--- src/rtl/traffic_light_pkg.sv ---
// Shared definitions for the traffic light controller and its monitor:
// light encodings, error cause codes, monitor FSM states and sequencing helpers.
package traffic_light_pkg;

    localparam logic [1:0] ST_RED     = 2'b00;
    localparam logic [1:0] ST_GREEN   = 2'b01;
    localparam logic [1:0] ST_YELLOW  = 2'b10;
    localparam logic [1:0] ST_ILLEGAL = 2'b11;

    localparam logic [1:0] ERR_NONE    = 2'd0;
    localparam logic [1:0] ERR_DWELL   = 2'd1;
    localparam logic [1:0] ERR_SEQ     = 2'd2;
    localparam logic [1:0] ERR_ILLEGAL = 2'd3;

    typedef enum logic {
        MON_UNLOCKED = 1'b0,
        MON_LOCKED   = 1'b1
    } mon_state_e;

    // ST_ILLEGAL maps to itself so it can never look like a legal successor.
    function automatic logic [1:0] next_state(input logic [1:0] s);
        case (s)
            ST_RED:    return ST_GREEN;
            ST_GREEN:  return ST_YELLOW;
            ST_YELLOW: return ST_RED;
            default:   return ST_ILLEGAL;
        endcase
    endfunction

    function automatic int max3(input int a, input int b, input int c);
        int m;
        m = (a > b) ? a : b;
        return (m > c) ? m : c;
    endfunction

endpackage

--- src/rtl/tl_dwell_counter.sv ---
// Saturating phase-dwell counter: loads 1 on a phase change, otherwise counts up
// and holds at all-ones.
module tl_dwell_counter #(
    parameter int CNT_W = 8
) (
    input  logic             clk,
    input  logic             rst,
    input  logic             clear,
    output logic [CNT_W-1:0] cnt
);

    localparam logic [CNT_W-1:0] CNT_ONE = CNT_W'(1);
    localparam logic [CNT_W-1:0] CNT_MAX = '1;

    logic [CNT_W-1:0] cnt_q;
    logic [CNT_W-1:0] cnt_d;

    always_comb begin
        cnt_d = cnt_q;
        if (clear) begin
            cnt_d = CNT_ONE;
        end else if (cnt_q != CNT_MAX) begin
            cnt_d = cnt_q + CNT_ONE;
        end
    end

    always_ff @(posedge clk) begin
        if (rst) begin
            cnt_q <= '0;
        end else begin
            cnt_q <= cnt_d;
        end
    end

    assign cnt = cnt_q;

endmodule

--- src/rtl/traffic_light_monitor.sv ---
// Lamp driver and sequence/dwell checker for the traffic light state bus.
// Define TRAFFIC_LIGHT_MONITOR_TIMEOUT_EN to build the per-phase watchdog.
module traffic_light_monitor
    import traffic_light_pkg::*;
#(
    parameter int RED_CYC    = 4,
    parameter int GREEN_CYC  = 3,
    parameter int YELLOW_CYC = 2,
    parameter int CNT_W      = 8
) (
    input  logic             clk,
    input  logic             rst,
    input  logic [1:0]       state,
    output logic             red_on,
    output logic             green_on,
    output logic             yellow_on,
    output logic             locked,
    output logic [CNT_W-1:0] dwell_cnt,
    output logic             err_illegal,
    output logic             err_seq,
    output logic             err_dwell,
    output logic             err_timeout,
    output logic             err_sticky,
    output logic [1:0]       err_code
);

`ifdef TRAFFIC_LIGHT_MONITOR_TIMEOUT_EN
    // Fire on the edge where the counter reaches the limit, i.e. while it reads limit-1.
    localparam logic [CNT_W-1:0] TIMEOUT_PRE =
        CNT_W'(2 * max3(RED_CYC, GREEN_CYC, YELLOW_CYC) - 1);
`endif

    logic [1:0]       state_q, state_d;
    logic             primed_q, primed_d;
    mon_state_e       mon_q, mon_d;
    logic [2:0]       lamp_q, lamp_d;
    logic             err_illegal_q, err_illegal_d;
    logic             err_seq_q, err_seq_d;
    logic             err_dwell_q, err_dwell_d;
    logic             err_timeout_q, err_timeout_d;
    logic             err_sticky_q, err_sticky_d;
    logic [1:0]       err_code_q, err_code_d;

    logic             is_illegal;
    logic             transition;
    logic             legal_succ;
    logic             is_locked;
    logic [CNT_W-1:0] dwell_q;
    logic [CNT_W-1:0] req_dwell;

    tl_dwell_counter #(
        .CNT_W (CNT_W)
    ) u_dwell (
        .clk   (clk),
        .rst   (rst),
        .clear (transition),
        .cnt   (dwell_q)
    );

    // Lamp bit gi lights for code gi; red doubles as the fail-safe for 11.
    genvar gi;
    generate
        for (gi = 0; gi < 3; gi++) begin : g_lamp
            if (gi == 0) begin : g_red
                assign lamp_d[gi] = (state == ST_RED) || (state == ST_ILLEGAL);
            end else begin : g_other
                assign lamp_d[gi] = (state == 2'(gi));
            end
        end
    endgenerate

    always_comb begin
        state_d    = state;
        primed_d   = 1'b1;
        is_illegal = (state == ST_ILLEGAL);
        is_locked  = (mon_q == MON_LOCKED);
        // The first sample after reset is compared against a forced RED, not a
        // real previous phase, so it is never treated as a transition.
        transition = primed_q && (state != state_q);
        legal_succ = (state_q != ST_ILLEGAL) && (state == next_state(state_q));

        req_dwell = '0;
        case (state_q)
            ST_RED:    req_dwell = CNT_W'(RED_CYC);
            ST_GREEN:  req_dwell = CNT_W'(GREEN_CYC);
            ST_YELLOW: req_dwell = CNT_W'(YELLOW_CYC);
            default:   req_dwell = '0;
        endcase

        err_illegal_d = is_illegal;
        err_seq_d     = is_locked && transition && !is_illegal && !legal_succ;
        err_dwell_d   = is_locked && transition && legal_succ && (dwell_q != req_dwell);
`ifdef TRAFFIC_LIGHT_MONITOR_TIMEOUT_EN
        err_timeout_d = is_locked && !transition && (dwell_q == TIMEOUT_PRE);
`else
        err_timeout_d = 1'b0;
`endif

        mon_d = mon_q;
        case (mon_q)
            MON_UNLOCKED: if (transition && legal_succ) mon_d = MON_LOCKED;
            MON_LOCKED:   if (is_illegal || err_seq_d || err_timeout_d) mon_d = MON_UNLOCKED;
            default:      mon_d = MON_UNLOCKED;
        endcase

        err_sticky_d = err_sticky_q | err_illegal_d | err_seq_d | err_dwell_d | err_timeout_d;

        err_code_d = err_code_q;
        if (err_code_q == ERR_NONE) begin
            if (err_illegal_d || err_timeout_d) begin
                err_code_d = ERR_ILLEGAL;
            end else if (err_seq_d) begin
                err_code_d = ERR_SEQ;
            end else if (err_dwell_d) begin
                err_code_d = ERR_DWELL;
            end
        end
    end

    always_ff @(posedge clk) begin
        if (rst) begin
            state_q       <= ST_RED;
            primed_q      <= 1'b0;
            mon_q         <= MON_UNLOCKED;
            lamp_q        <= 3'b001;
            err_illegal_q <= 1'b0;
            err_seq_q     <= 1'b0;
            err_dwell_q   <= 1'b0;
            err_timeout_q <= 1'b0;
            err_sticky_q  <= 1'b0;
            err_code_q    <= ERR_NONE;
        end else begin
            state_q       <= state_d;
            primed_q      <= primed_d;
            mon_q         <= mon_d;
            lamp_q        <= lamp_d;
            err_illegal_q <= err_illegal_d;
            err_seq_q     <= err_seq_d;
            err_dwell_q   <= err_dwell_d;
            err_timeout_q <= err_timeout_d;
            err_sticky_q  <= err_sticky_d;
            err_code_q    <= err_code_d;
        end
    end

    assign red_on      = lamp_q[0];
    assign green_on    = lamp_q[1];
    assign yellow_on   = lamp_q[2];
    assign locked      = (mon_q == MON_LOCKED);
    assign dwell_cnt   = dwell_q;
    assign err_illegal = err_illegal_q;
    assign err_seq     = err_seq_q;
    assign err_dwell   = err_dwell_q;
    assign err_timeout = err_timeout_q;
    assign err_sticky  = err_sticky_q;
    assign err_code    = err_code_q;

endmodule

--- config.mk ---
export PLATFORM = sky130hd
export DESIGN_NAME = traffic_light_monitor
export DESIGN_NICKNAME = d
export VERILOG_FILES = /design/src/rtl/traffic_light_pkg.sv /design/src/rtl/tl_dwell_counter.sv /design/src/rtl/traffic_light_monitor.sv
export SDC_FILE = /design/constraint.sdc
export NUM_CORES = 1
export LEC_CHECK = 0
export CAP_MARGIN = 30
export CORE_MARGIN = 3
export CORE_UTILIZATION = 44
export DETAILED_ROUTE_END_ITERATION = 8
export PLACE_DENSITY = 0.79
export SLEW_MARGIN = 0
export SYNTH_ARGS = -nofsm -noshare
export SYNTH_HDL_FRONTEND = slang
export SYNTH_SLANG_ARGS = --single-unit
--- constraint.sdc ---
create_clock -name clk -period 1.6 [get_ports clk]
set_clock_uncertainty 0.15 [all_clocks]
set_input_delay 0.48 -clock clk [delete_from_list [all_inputs] [get_ports clk]]
set_output_delay 0.48 -clock clk [all_outputs]
set_load 0.03 [all_outputs]
==> results_slide.txt <==
Flow Results at a Glance

Final timing
  • Setup ws final: 0.726 ps
  • Max-slew violations: 0
  • Max Fclk: 625 MHz
  • Final setup fails: 0
  • Worst hold slack: 368 ps
  • Final count of hold timing violations: 0
  • Setup TNS: 0 ps
  • RSZ-0062 raised after global routing: true
  • Part of the cycle the worst path needs: 1.00
  • Fin crit period: 1600 ps

Clocking
  • # clock sinks: 21
  • CTS tree: built
  • Clk root buf: clkbuf_4
  • H-tree depth: 1
  • CTS max path bufs: 2
  • Cts bufs inserted: 3
  • Post-CTS setup buffers: 0
  • CTS clk-pin slew, worst paths: 120 ps

Run
  • Number of max-cap violations: 0
  • Log Warnings: 32

Routing
  • DRT iter0 DRCs: 10
  • Final ANT Viol Nets: 0
  • Vias per cell: 4.82
  • DR pass1 iterations: 4
  • WL met2: 992 microns
  • Metal-1 WL: 907 microns
  • Top Layer Used: met4
  • DRC Markers: 0
  • Met3 WL: 79 microns

Global route
  • GR peak layer: met2
  • Met3 Track Usage GR: 0.0249
  • Number of global-route vias before repair: 791
  • GR Layer Usage met2: 0.296
  • Met1 Usage GRT: 0.201
  • Initial antenna violation count: 0
  • Total gr overflow: 0
  • First-pass GRT wire length: 3.54 mm
  • Pin count of the biggest net entering global routing: 13

Finish
  • Comb area: 612 sq um
  • CLK BUF: 3
  • Fill count: 166
  • ANT cells: 0
  • Top Layout Cells: 29 x buf_4, 17 x nor2_1, 11 x dfxtp_1, 9 x dfxtp_2, 6 x ha_1
  • Sequential Area: 435 sq um
  • Non-clock buffers, area share: 0.183
  • Nets: 150
  • Number of flip-flops in the largest register: 8
  • Layout Cells excl Fill: 165
  • Clock buf/inv share: 0.0199
  • Comb/total area: 0.442
  • Dominant class by area: logic gates
  • Layout Utilization: 0.671
  • Fraction of layout cells with a size suffix above 1: 0.471
  • Dominant logic cell type in the layout: buf_4
  • Inverter count: 6
  • Non-clk bufs: 33
  • Mi-comb count: 74
  • Seq/total area: 0.315
  • Area grow syn2layout: 36.2%

Critical path
  • Crit path capture type: register
  • FF-to-FF setup slack: 0.7 ps
  • WS Path Type: register to register
  • Worst r2r dst: err_code[0]
  • Worst setup startpoint: state_q[0]
  • Worst path slowest cell: dfxtp_2
  • Startpoint Class: register
  • WP data arrival: 1690 ps
  • FF-to-FF path depth: 6
  • Worst setup path endpoint: err_code[0]
  • CP max FO: 3
  • Crit path DRT: 1690 ps
  • Reg2reg start: state_q[0]
  • Slowest Stage Delay on Critical Path: 370 ps
  • Worst path cell trace: inv_2 > ha_4 > xnor2_4 > nor3_4 > o211ai_2 > a221oi_2

Yosys
  • Post-Synthesis Mean Instance Area: 9.86 sq um
  • Synthesized netlist cell count: 103
  • Ys Warns: 0
  • Synth area leader: dfxtp_1
  • Yosys Instances: 103
  • Area leader share: 0.414
  • Top cells by area, synth: dfxtp_1 41%, ha_1 8.6%, nor2_1 6.3%, xor2_1 5.2%, xnor2_1 3.4%
  • Floorplan Nets: 114
  • Mapped Area: 1020 sq um
  • Post-synthesis cell type count: 36
  • Yosys chip area: 1020 sq um
  • Seq share, synth: 0.414
  • Post-synth regs: 21

Place
  • Worst slack at placement: -510 ps
  • Dpl hpwl: 1.59 mm
  • DP Area: 1320 sq um
  • Buffers on Ports: 21
  • Placed Instances: 161
  • Routability cong.: 0.757

Power
  • Sw Share: 0.298
  • Internal: 747 uW
  • NetSw: 316 uW
  • Leakage: 0.630 nW
  • Power Density: 768 nW/um^2
  • VDD IR max: 0.527 mV
  • Sequential power share: 0.532
  • Tot Pwr: 1.06 mW
  • Comb pwr share: 0.220

Floorplanning
  • FP Util: 0.493
  • Die area: 2920 sq um
  • Die X: 54.1 microns
  • IO Pins: 23

Run status
  • Outcome: finished clean

Hold path
  • Hold depth: 1
  • Hold Path Class: register to register
  • Worst Hold Path EP: err_code[0]
  • Min-delay src: err_code[1]
==> synthesized netlist by cell type <==
master / n
xnor2_1: 4
o311ai_2: 1
nor3_1: 2
o21ai_1: 1
clkbuf_1: 1
a221oi_2: 1
conb_1: 1
dfxtp_1: 21
o21ai_0: 2
nor2_1: 17
nor3_2: 2
nand3_1: 1
nand2b_1: 1
o211a_1: 1
mux2i_1: 2
nand2_4: 1
a211oi_2: 1
o31ai_1: 1
nand3_2: 1
o211ai_2: 1
a31oi_1: 2
or2_2: 1
buf_4: 1
nor3_4: 2
and2_1: 1
ha_1: 7
nand2_1: 3
nand2_2: 1
a21oi_1: 2
mux2_2: 1
nand4_1: 1
and3_4: 1
nor2b_1: 4
inv_1: 6
xor2_1: 6
and4_1: 1
==> power groups by stage <==
stage / clock (mW) / combinational, mW / sequential, mW
finish: 0.264 / 0.233 / 0.566
global route: 0.291 / 0.255 / 0.569
CTS: 0.266 / 0.232 / 0.567
detailed placement: 0 / 0.224 / 0.578
global placement: 0 / 0.218 / 0.577
floorplan: 0 / 0.100 / 0.618
==> cells by family (layout without fill, tap and decap cells) <==
| group | after synthesis | in the layout | synth area share |
|---|---|---|---|
| compound gates | 13 | 13 | 0.110 |
| fa+ha+maj | 7 | 7 | 0.0862 |
| other cells | 1 | 1 | 0.00369 |
| flops | 21 | 21 | 0.414 |
| xor+xnor | 10 | 10 | 0.0862 |
| mux | 3 | 3 | 0.0308 |
| buf+inv | 8 | 43 | 0.0332 |
| simple gates | 40 | 40 | 0.236 |
==> critical path: cells and delay by family (launching register included) <==
kind,cells,cell delay (ps)
flops,1,370
fa+ha+maj,1,260
compound gates,2,370
buf+inv,1,50
simple gates,1,210
xor+xnor,1,130
==> what timing repair did <==
item,CTS,global route
setup endpoints to repair,16,13
resized,9,9
pin swaps,1,0
hold buffers,0,0
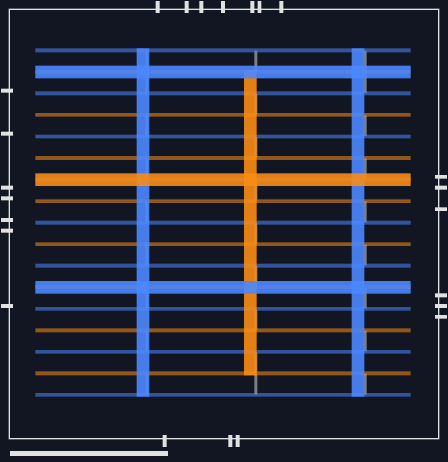
Fig. 1. Supply network.
Bar = 20 microns. Pins as bars on the die edge. Tap cells in grey.
- VSS: blue
- VDD: orange
- signal pins: 23
- tap cells: 27
- rows: 16
- met1 rails: 17
- met4 straps: 3
Die Y: 54.1 microns
Core ar.: 2060 sq um

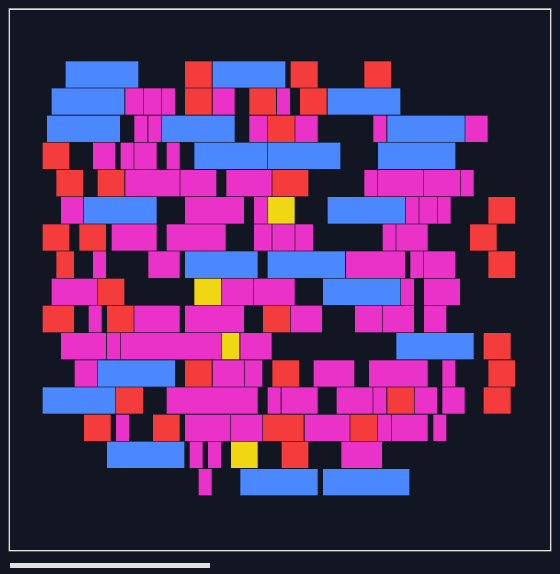
Fig. 2. Cell classes on the final placement.
Bar = 20 microns.
- all other logic: magenta (cells 80; share of their area 47%)
- flip-flops: blue (cells 21; share of their area 32%)
- clock drivers and dummy loads: yellow (cells 4; share of their area 2.0%)
- other buffers and delay cells: red (cells 33; share of their area 19%)
Finished Cell Area: 1380 sq um
# rows: 16

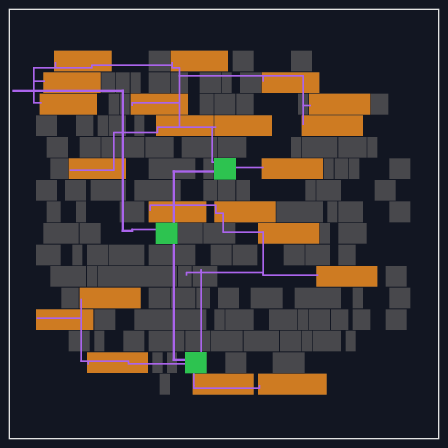
Fig. 3. Clock distribution.
- clock wires: purple (length 265 microns)
- flip-flops: orange (count 21)
- cells driving clock nets: green (count 3)
- routed clock nets: 4
- flops lie: all over the die
Clk. pwr: 264 uW
Insertion Delay late pin: 310 ps
Clk pwr share: 0.248

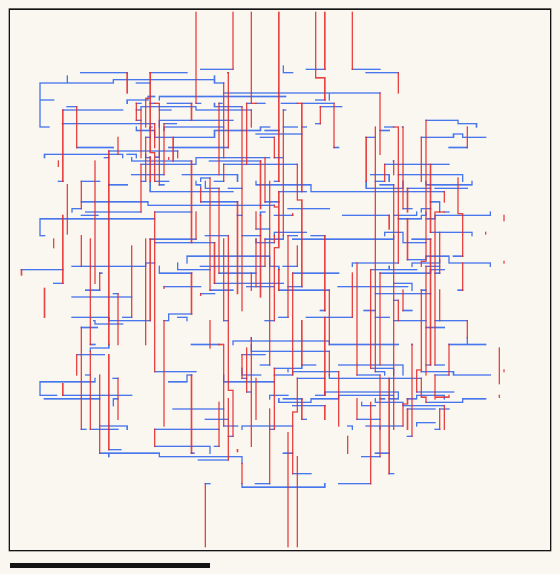
Fig. 4. Metal layers overlaid.
Bar = 20 microns. Only two layers are drawn.
- met2: red (wire length 992 microns)
- met1: blue (wire length 908 microns)
routed vias: 796
routed wire length per instance: 12.2 microns
GRT Overall Usage: 0.167
overall routed net length: 2.02 mm

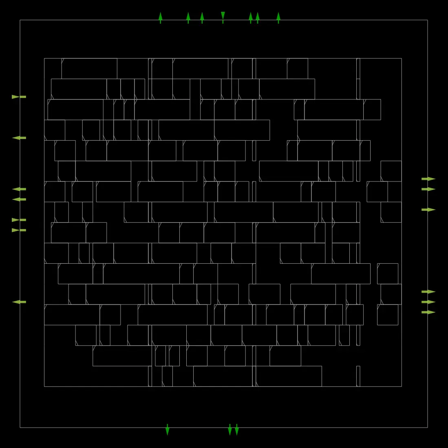
Fig. 5. Cell outlines without signal wires.
seq_cells: 21
Tapcell Cnt: 27

No activity file was given, so power comes from the tool's default toggle rates.
